run_1/gates.png
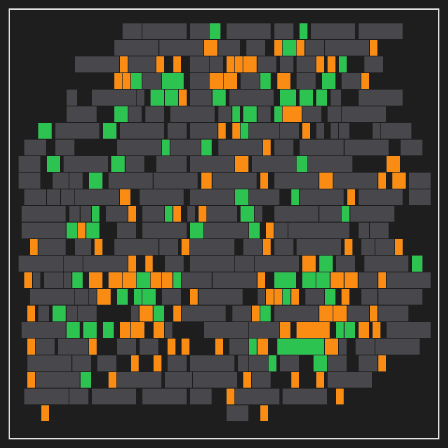
run_1/ff_map.png
The bar under the picture is 20 µm long. Other sequential cells in the stronger gray, the rest of the logic in the fainter gray.
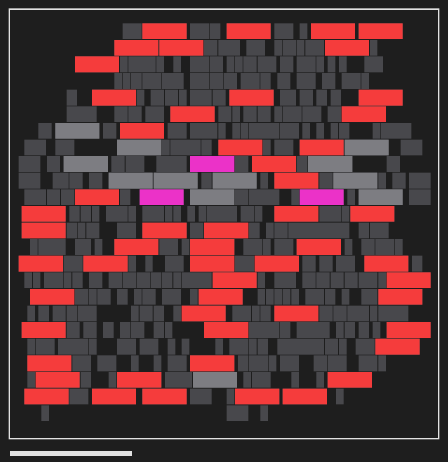
run_1/layers.png
The bar under the picture is 20 µm long. Two of the layers only.
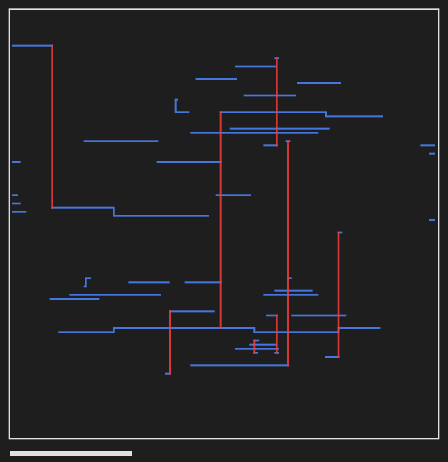
--- src/rtl/tetris_input_pkg.sv ---
// Shared constants and types for the tetris push-button conditioning stage.
package tetris_input_pkg;

  localparam int unsigned NUM_KEYS   = 3;
  localparam int unsigned KEY_RIGHT  = 0;
  localparam int unsigned KEY_LEFT   = 1;
  localparam int unsigned KEY_ROTATE = 2;

  // Defaults assume a 50 MHz clock: 5 ms debounce, 160 ms delay, 50 ms repeat.
  localparam int unsigned DEBOUNCE_CYCLES_DEF = 250000;
  localparam int unsigned DAS_CYCLES_DEF      = 8000000;
  localparam int unsigned ARR_CYCLES_DEF      = 2500000;

  typedef enum logic [1:0] {
    RPT_IDLE,
    RPT_DAS,
    RPT_ARR
  } rpt_state_e;

endpackage

--- src/rtl/key_debounce.sv ---
// One active-low button: two-flop synchroniser, stability counter and press-edge detector.
module key_debounce #(
  parameter int unsigned DebounceCycles = 4
) (
  input  logic clk_i,
  input  logic rst_ni,
  input  logic key_ni,
  output logic held_o,
  output logic press_o
);

  localparam int unsigned CntW = $clog2(DebounceCycles + 1);

  logic            sync1_q, sync2_q;
  logic            state_q, state_d, state_dly_q, press_q;
  logic [CntW-1:0] cnt_q, cnt_d;

  // Any cycle on which the synchronised level agrees with the accepted one restarts the count.
  always_comb begin
    cnt_d   = '0;
    state_d = state_q;
    if (~sync2_q != state_q) begin
      if (cnt_q == CntW'(DebounceCycles - 1)) begin
        state_d = ~state_q;
      end else begin
        cnt_d = cnt_q + CntW'(1);
      end
    end
  end

  always_ff @(posedge clk_i) begin
    if (!rst_ni) begin
      sync1_q     <= 1'b1;
      sync2_q     <= 1'b1;
      state_q     <= 1'b0;
      state_dly_q <= 1'b0;
      press_q     <= 1'b0;
      cnt_q       <= '0;
    end else begin
      sync1_q     <= key_ni;
      sync2_q     <= sync1_q;
      cnt_q       <= cnt_d;
      state_q     <= state_d;
      state_dly_q <= state_q;
      press_q     <= state_q & ~state_dly_q;
    end
  end

  assign held_o  = state_q;
  assign press_o = press_q;

endmodule

--- src/rtl/tetris_input_ctrl.sv ---
// Button conditioning for the tetris FSM: debounce, LEFT/RIGHT conflict masking and,
// when INPUT_AUTO_REPEAT_EN is defined, delayed auto-repeat on held LEFT/RIGHT.
module tetris_input_ctrl
  import tetris_input_pkg::*;
#(
  parameter int unsigned DEBOUNCE_CYCLES = DEBOUNCE_CYCLES_DEF,
  parameter int unsigned DAS_CYCLES      = DAS_CYCLES_DEF,
  parameter int unsigned ARR_CYCLES      = ARR_CYCLES_DEF
) (
  input  logic       CLOCK_50,
  input  logic       resetn,
  input  logic [2:0] key_n,
  output logic       move_left_o,
  output logic       move_right_o,
  output logic       rotate_o,
  output logic [2:0] key_held_o
);

  logic [NUM_KEYS-1:0] held, press;
  logic [1:0]          press_eff, rpt_pulse;

  for (genvar k = 0; k < NUM_KEYS; k++) begin : g_key
    key_debounce #(
      .DebounceCycles(DEBOUNCE_CYCLES)
    ) u_key_debounce (
      .clk_i  (CLOCK_50),
      .rst_ni (resetn),
      .key_ni (key_n[k]),
      .held_o (held[k]),
      .press_o(press[k])
    );
  end

  assign press_eff[KEY_RIGHT] = press[KEY_RIGHT] & ~press[KEY_LEFT];
  assign press_eff[KEY_LEFT]  = press[KEY_LEFT] & ~press[KEY_RIGHT];

`ifdef INPUT_AUTO_REPEAT_EN
  localparam int unsigned RptMax = (DAS_CYCLES > ARR_CYCLES) ? DAS_CYCLES : ARR_CYCLES;
  localparam int unsigned RptW   = $clog2(RptMax + 1);

  // Index d doubles as the key index: 0 = RIGHT, 1 = LEFT.
  for (genvar d = 0; d < 2; d++) begin : g_rpt
    rpt_state_e      st_q, st_d;
    logic [RptW-1:0] cnt_q, cnt_d;
    logic            pulse_q, pulse_d;
    logic            hold_ok;

    assign hold_ok = held[d] & ~held[1-d];

    // The press cycle counts as the first held cycle, hence entry into DAS at 1.
    always_comb begin
      st_d    = st_q;
      cnt_d   = cnt_q;
      pulse_d = 1'b0;
      unique case (st_q)
        RPT_IDLE: begin
          if (press_eff[d] && hold_ok) begin
            st_d  = RPT_DAS;
            cnt_d = RptW'(1);
          end
        end
        RPT_DAS: begin
          if (!hold_ok) begin
            st_d  = RPT_IDLE;
            cnt_d = '0;
          end else if (cnt_q == RptW'(DAS_CYCLES - 1)) begin
            st_d    = RPT_ARR;
            cnt_d   = '0;
            pulse_d = 1'b1;
          end else begin
            cnt_d = cnt_q + RptW'(1);
          end
        end
        RPT_ARR: begin
          if (!hold_ok) begin
            st_d  = RPT_IDLE;
            cnt_d = '0;
          end else if (cnt_q == RptW'(ARR_CYCLES - 1)) begin
            cnt_d   = '0;
            pulse_d = 1'b1;
          end else begin
            cnt_d = cnt_q + RptW'(1);
          end
        end
        default: begin
          st_d  = RPT_IDLE;
          cnt_d = '0;
        end
      endcase
    end

    always_ff @(posedge CLOCK_50) begin
      if (!resetn) begin
        st_q    <= RPT_IDLE;
        cnt_q   <= '0;
        pulse_q <= 1'b0;
      end else begin
        st_q    <= st_d;
        cnt_q   <= cnt_d;
        pulse_q <= pulse_d;
      end
    end

    assign rpt_pulse[d] = pulse_q;
  end
`else
  // Repeat timing has no effect in this build.
  logic unused_rpt_cfg;
  assign unused_rpt_cfg = ^{DAS_CYCLES, ARR_CYCLES};
  assign rpt_pulse      = '0;
`endif

  assign move_right_o = press_eff[KEY_RIGHT] | rpt_pulse[KEY_RIGHT];
  assign move_left_o  = press_eff[KEY_LEFT] | rpt_pulse[KEY_LEFT];
  assign rotate_o     = press[KEY_ROTATE];
  assign key_held_o   = held;

endmodule

--- config.mk ---
export PLATFORM = sky130hd
export DESIGN_NAME = tetris_input_ctrl
export DESIGN_NICKNAME = d
export VERILOG_FILES = /design/src/rtl/tetris_input_pkg.sv /design/src/rtl/key_debounce.sv /design/src/rtl/tetris_input_ctrl.sv
export SDC_FILE = /design/constraint.sdc
export NUM_CORES = 1
export LEC_CHECK = 0
export CAP_MARGIN = 20
export CORE_UTILIZATION = 64
export DETAILED_ROUTE_END_ITERATION = 10
export PLACE_DENSITY = 0.93
export SYNTH_ARGS = -nofsm -noshare
export SYNTH_HDL_FRONTEND = slang
export SYNTH_SLANG_ARGS = --single-unit
--- constraint.sdc ---
create_clock -name CLOCK_50 -period 2.8 [get_ports CLOCK_50]
set_input_delay 0.7 -clock CLOCK_50 [delete_from_list [all_inputs] [get_ports CLOCK_50]]
set_output_delay 0.7 -clock CLOCK_50 [all_outputs]
set_load 0.005 [all_outputs]
==> COMMIT_EDITMSG, run 1 <==
Record implementation results from latest flow run

- Distinct lib cells: 37
- End point of the most critical hold path: g_key[0].u_key_debounce.press_o
- Via count of the first global-routing pass: 2161
- Clock buffer and inverter area fraction after layout: 5.45%
- Portion of the layout cell area used by non-clock buffers: 3.53%
* Most frequent cells after synthesis: 69 x sky130_fd_sc_hd__dfxtp_1, 64 x sky130_fd_sc_hd__nor2_1, 35 x sky130_fd_sc_hd__xnor2_1
- The number of antenna violations at the first check in global routing was 0.
- Among all cell types in the netlist, the one instantiated most often is sky130_fd_sc_hd__dfxtp_1.
- Per the Yosys statistics, synthesis produced 329 cells.
* Final sequential cell count: 69
- The area fraction of the largest cell type after synthesis is 46.5%.
- The script extracted a net switching power of 0.373 mW.
- The placed instances occupy a cell area of 3080 µm².
- Power after layout: 1.74 mW
- Per the post-route antenna check, the number of violating nets is 0.
- Setup slack on the worst path after placement came out at 0.679 ns.
- Post-synthesis share of cell area spent on xor and xnor gates: 13.9%
- The placement report lists the number of port buffers as 10.
* Highest cell delay on the worst timing path: 0.91 ns
- Per report_power, the sequential group accounts for 57.0% of the total.
* Maximum buffer depth of the clock tree: 2
* Core area: 4410 µm²
- Per the detailed-route log, wirelength across all metal layers totals 5660 µm.
- Final hold analysis gives a worst-case slack of 0.382 ns.
- YS chip area: 2970 µm²
- Plain + repair buffers: 12
- Clk sink count: 69
* Result of the run: completed
- Per the timing report, the most critical flop-to-flop path originates at g_key[0].u_key_debounce.cnt_q[5].
* Combinational-cell power consumption: 0.0258 mW
* Top logic family: simple AND/OR/NAND/NOR gates
- The worst register-to-register path has a setup slack of 0.71 ns.
* Biggest power consumer among the groups: registers
* Synth warnings: 0
* CTS root buffer: sky130_fd_sc_hd__clkbuf_8
-- gates.png (at the start) --
legend:
  green:
    family: nand cells
    cells: 63
  orange:
    family: nor cells
    cells: 96
    where: widely spread

-- ff_map.png (at the start) --
legend:
  magenta:
    name_in_the_netlist: `g_key.u_key_debounce.held_o`
    flops: 3
  red:
    name_in_the_netlist: `g_key.u_key_debounce.cnt_q`
    flops: 54
    where: widely spread
not colored: 12

-- layers.png (at the start) --
legend:
  red:
    layer: M4
    wire_length: 152 µm
  blue:
    layer: M3
    wire_length: 323 µm

## run 1: kinds of logic (layout without fill, tap and decap cells)
kind of cell               count (synthesis)  count (layout)
and+or+nand+nor                          174             174
DFF                                       69              69
xor gates and xnor gates                  47              47
buffers and inverters                     22              40
AOI/OAI and AO/OA                         10              10
muxes                                      4               4
adders and majority gates                  3               3
## run 1: layer usage
layer | track usage [%] | vias up | share of wire (%) | wire, µm
li1 | - | 1155 | - | -
met1 | 29.3 | 1098 | 44 | 2470
met2 | 40.3 | 66 | 48 | 2720
met3 | 9.81 | 20 | 5.7 | 323
met4 | 10.4 | 0 | 2.7 | 151
met5 | 0 | - | 0 | 0
==> run 1 -> run 2 <==
--- a/config.mk
+++ b/config.mk
@@ -6,9 +6,9 @@
 export NUM_CORES = 1
 export LEC_CHECK = 0
 export CAP_MARGIN = 20
-export CORE_UTILIZATION = 64
+export CORE_UTILIZATION = 54
 export DETAILED_ROUTE_END_ITERATION = 10
-export PLACE_DENSITY = 0.93
+export PLACE_DENSITY = 0.85
 export SYNTH_ARGS = -nofsm -noshare
 export SYNTH_HDL_FRONTEND = slang
 export SYNTH_SLANG_ARGS = --single-unit
==> constraint.sdc (replaced) <==
create_clock -name CLOCK_50 -period 1.7 [get_ports CLOCK_50]
set_input_delay 0.425 -clock CLOCK_50 [delete_from_list [all_inputs] [get_ports CLOCK_50]]
set_output_delay 0.425 -clock CLOCK_50 [all_outputs]
set_load 0.005 [all_outputs]
run_2/ff_map.png
The bar under the picture is 20 µm long. Other sequential cells in the stronger gray, the rest of the logic in the fainter gray.
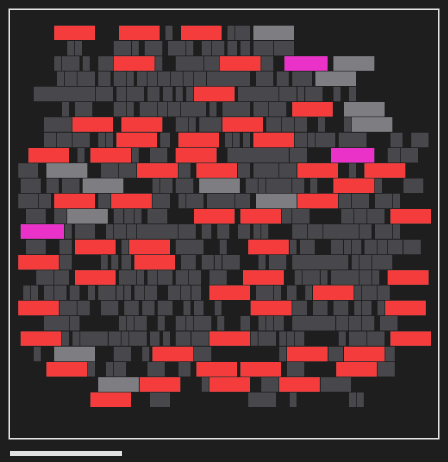
legend:
  magenta:
    name_in_the_netlist: `g_key.u_key_debounce.held_o`
    flops: 3
  red:
    name_in_the_netlist: `g_key.u_key_debounce.cnt_q`
    flops: 54
    where: widely spread

==> run 2 against run 1 <==
Via count increased by 1.8%. Maximum frequency rose by 27%. Total power increased by 80%. Critical path type unchanged. Largest power group unchanged.
==> COMMIT_EDITMSG, run 2 <==
Record implementation results from latest flow run

* Result of the run: completed
- Worst Hold Slack: 0.389 ns (+0.00695 ns)
- Gates resized during post-CTS repair numbered 2.
- The wire length on met2 is 2840 µm (+4.5%).
- Fraction of synthesized cell area taken by the top area cell type: 46.5% (unchanged)
* Maximum buffer depth of the clock tree: 2 (unchanged)
- The net switching power of the design came to 0.651 mW (+74%).
- The area inside the core boundary was 5200 µm² (+18%).
* Most frequent cells after synthesis: 69 x sky130_fd_sc_hd__dfxtp_1, 64 x sky130_fd_sc_hd__nor2_1, 35 x sky130_fd_sc_hd__xnor2_1
- Proportion of power drawn by flip-flops and latches: 52.2% (-4.8 points)
- The delay of the slowest cell on the worst path came to 0.49 ns (-0.42 ns).
- The root buffer cell chosen for the clock tree is sky130_fd_sc_hd__clkbuf_8.
- Seq/Total Area, Yosys: 46.5%
- The floorplan has 26 rows.
- The synthesis stats list as the most numerous cell sky130_fd_sc_hd__dfxtp_1.
- The highest layer touched by signal routing is met4.
- The number of standard cells reported by yosys came to 329 (unchanged).
- M1 GR Usage: 24.7% (-4.6 points)
* Initial antenna violation count: 0 (unchanged)
- The distinct cell type count after synthesis is 37 (unchanged).
- The number of clock sinks came to 69 (unchanged).
- Met1 Routed Length: 2530 µm (+2.5%)
- Amount of wire on met3 after detailed routing: 254 µm (-21%)
- The cell sequence reported for the critical path is buf_4, nand4_4, or2_2, or4b_1, a21oi_2.
- Combinational-cell power consumption: 0.0536 mW (+110%)
- Input/output buffers: 10 (unchanged)
- Source of the worst register-to-register timing path: g_key[0].u_key_debounce.cnt_q[6]
- Number of nets with antenna violations after routing: 0 (unchanged)
- The instance area at placement came to 3270 µm² (+6.2%).
- The global routing met3 resource utilization was 7.90% (-1.9 points).
- Global-route met2 utilization: 37.5% (-2.8 points)
- The area figure in the yosys stat output is 2970 µm² (unchanged).
- The worst hold path terminates at g_key[1].u_key_debounce.press_o.
- The die is 76.2 µm tall.
* Post-place setup slack: -0.0518 ns (-0.731 ns)
* Detailed Place HPWL: 3940 µm
- met2 is the most crowded layer.
- Biggest power consumer among the groups: registers
- The power after layout is 3.12 mW (+80%).
==> run 2: cell counts after synthesis <==
No cell type changed its count.
==> run 2: kinds of logic after synthesis <==
kind of cell,after synthesis,share of synthesized area [%]
adders and majority gates,3,1.26
and+or+nand+nor,174,30.3
xor gates and xnor gates,47,13.9
DFF,69,46.5
buffers and inverters,22,3.75
AOI/OAI and AO/OA,10,2.95
muxes,4,1.35
==> run 2: cell type report <==
class / count / area [µm²]
Multi-Input combinational cell: 238 / 1510
Tap cell: 70 / 87.6
Clock inverter: 7 / 90.1
Clock buffer: 9 / 124
Inverter: 12 / 45.0
Sequential cell: 69 / 1390
Fill cell: 414 / 1690
Timing Repair Buffer: 31 / 280
==> run 2 -> run 3 <==
--- a/config.mk
+++ b/config.mk
@@ -7,6 +7,7 @@
 export LEC_CHECK = 0
 export CAP_MARGIN = 20
 export CORE_UTILIZATION = 54
+export CTS_BUF_LIST = sky130_fd_sc_hd__clkbuf_16
 export DETAILED_ROUTE_END_ITERATION = 10
 export PLACE_DENSITY = 0.85
 export SYNTH_ARGS = -nofsm -noshare
run_3/ff_map.png
The bar under the picture is 20 µm long. Other sequential cells in the stronger gray, the rest of the logic in the fainter gray.
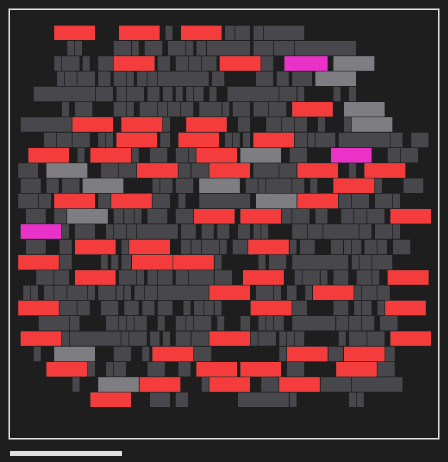
legend:
  magenta:
    name_in_the_netlist: `g_key.u_key_debounce.held_o`
    flops: 3
  red:
    name_in_the_netlist: `g_key.u_key_debounce.cnt_q`
    flops: 54
not colored: 12

==> run 3 against run 2 <==
Die area did not move. Worst hold slack worse by 0.0027 ns. Clock skew about the same. Largest cell class unchanged.
==> COMMIT_EDITMSG, run 3 <==
Record implementation results from latest flow run

- The final antenna-violating net count is 0 (unchanged).
- In the hold report, the worst path ends at g_key[1].u_key_debounce.press_o.
- The instance area at placement was 3270 µm² (unchanged).
* Layout clock buffers: 9 (unchanged)
- YS chip area: 2970 µm² (unchanged)
- The flip-flop and latch area was 1380 µm² (-0.18%).
* Portion of the layout cell area used by non-clock buffers: 7.73% (-0.23 points)
- Per the synth stats, the proportion of register bits with asynchronous set or reset is 0%.
* Input/output buffers: 10 (unchanged)
* Initial antenna violation count: 0 (unchanged)
- Vertical die dimension: 76.2 µm (unchanged)
- Placement row count: 26 (unchanged)
- Global-route met2 utilization: 39.3% (+1.8 points)
- The synthesis stats list as the most numerous cell sky130_fd_sc_hd__dfxtp_1.
- The power after layout came to 3.64 mW (+17%).
- Among logic cells in the layout, the one with the most instances is sky130_fd_sc_hd__dfxtp_1.
- The XOR/XNOR share of the synthesized area came to 13.9% (unchanged).
* Maximum buffer depth of the clock tree: 2 (unchanged)
- Signal nets in the final route climb as high as met4.
- The area fraction in compound gates is 2.95% (unchanged).
- Clk sink count: 69 (unchanged)
* Biggest power consumer among the groups: clock
* Clock buffer and inverter area fraction after layout: 8.70% (+2.6 points)
- GR peak layer: met2
- Power drawn by the clock network: 1.96 mW
* CTS root buffer: sky130_fd_sc_hd__clkbuf_16
- The global routing met3 resource utilization is 7.19% (-0.72 points).
- Count of flip-flops with a built-in enable after synthesis: 0
* Launching element type of the critical path: register
- Worst Hold Slack: 0.386 ns (-0.00268 ns)
- The global routing met1 resource utilization came to 25.3% (+0.60 points).
- Combinational Area: 1520 µm² (+0.50%)
- The multiplexer share of the synthesized area was 1.35% (unchanged).
- On the final layout, the worst clock skew is 0.00789 ns.
* Switching component of the power: 0.712 mW (+9.5%)
* Fraction of power spent switching nets: 19.6%
- The wire length on met2 was 3080 µm (+8.3%).
* Sequential portion of the cell area: 38.1% (-1.2 points)
- The multi-input combinational area share is 41.8% (-1.0 points).
* Reported sequential group power: 1.63 mW
- Yosys shows that the main logic family after synthesis is simple AND/OR/NAND/NOR gates.
- Final sequential cell count: 69 (unchanged)
- The non-clock inverter total of the final layout came to 12 (unchanged).
- Distinct lib cells: 37 (unchanged)
- Yosys adder share: 1.26% (unchanged)
- Seq/Total Area, Yosys: 46.5% (unchanged)
* Met1 Routed Length: 2510 µm (-0.63%)
- The flow ran to the end, and the final reports show no timing, DRC or antenna violations.
- The critical path endpoint has a required time of 1.89 ns.
* Yosys cell count: 329 (unchanged)
* Plain + repair buffers: 31 (unchanged)
* Biggest Area Class: multi-input combinational cells
- By count the netlist is led by 69 x sky130_fd_sc_hd__dfxtp_1, 64 x sky130_fd_sc_hd__nor2_1, 35 x sky130_fd_sc_hd__xnor2_1.
- Per the final layout report, the fraction of cells sized above drive strength 1 comes to 14.2%.
- Fraction of the mapped netlist area in simple logic gates: 30.3% (unchanged)
- The worst setup slack before clock tree synthesis is -0.0518 ns (unchanged).
- The total half-perimeter wirelength after legalization and detailed placement came to 3940 µm (unchanged).
- The filler cell count is 398 (-3.9%).
* Source of the worst register-to-register timing path: g_key[0].u_key_debounce.cnt_q[6]
- Fraction of synthesized cell area taken by the top area cell type: 46.5% (unchanged)
## run 3: cell counts after synthesis
No cell type changed its count.
## run 3: critical path, cell delays in order (launching register included)
cell,delay [ns]
sky130_fd_sc_hd__dfxtp_1,0.36
sky130_fd_sc_hd__buf_4,0.16
sky130_fd_sc_hd__nand4_4,0.10
sky130_fd_sc_hd__or2_2,0.32
sky130_fd_sc_hd__o41ai_1,0.48
sky130_fd_sc_hd__a21oi_2,0.10
## run 3: stage by stage
step                utilization [%]  cells  TNS (ns)
floorplan                         -    329         0
global placement               62.8    419         0
detailed placement             62.8    419    -0.511
CTS                            69.2    436         0
global route                   69.7    436         0
finish                         69.7    436         0
## run 3: timing repair
action                     CTS  global route
setup endpoints to repair   19             8
setup buffers                1             0
resized                      2             6
pin swaps                    1             1

==> notes/layouts.md <==
Pictures saved along the way, in no particular order.

Cells colored by class.
The bar under the picture is 20 µm long.
Plate I
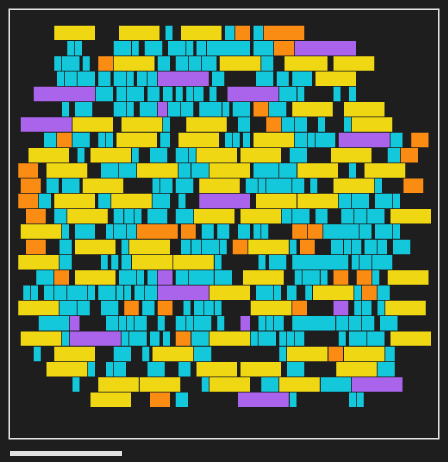
Plate II
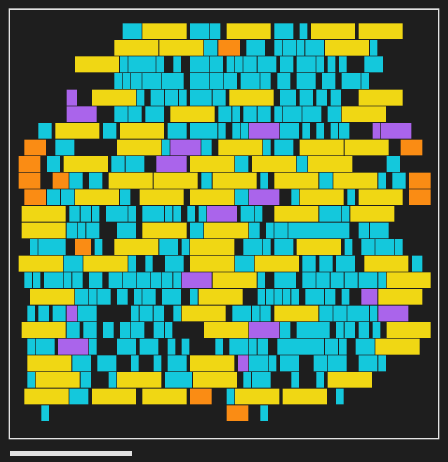
- Plate I = run 3
- Plate II = run 1
- largest die: Plate I

Power and IR drop assume default switching activity.
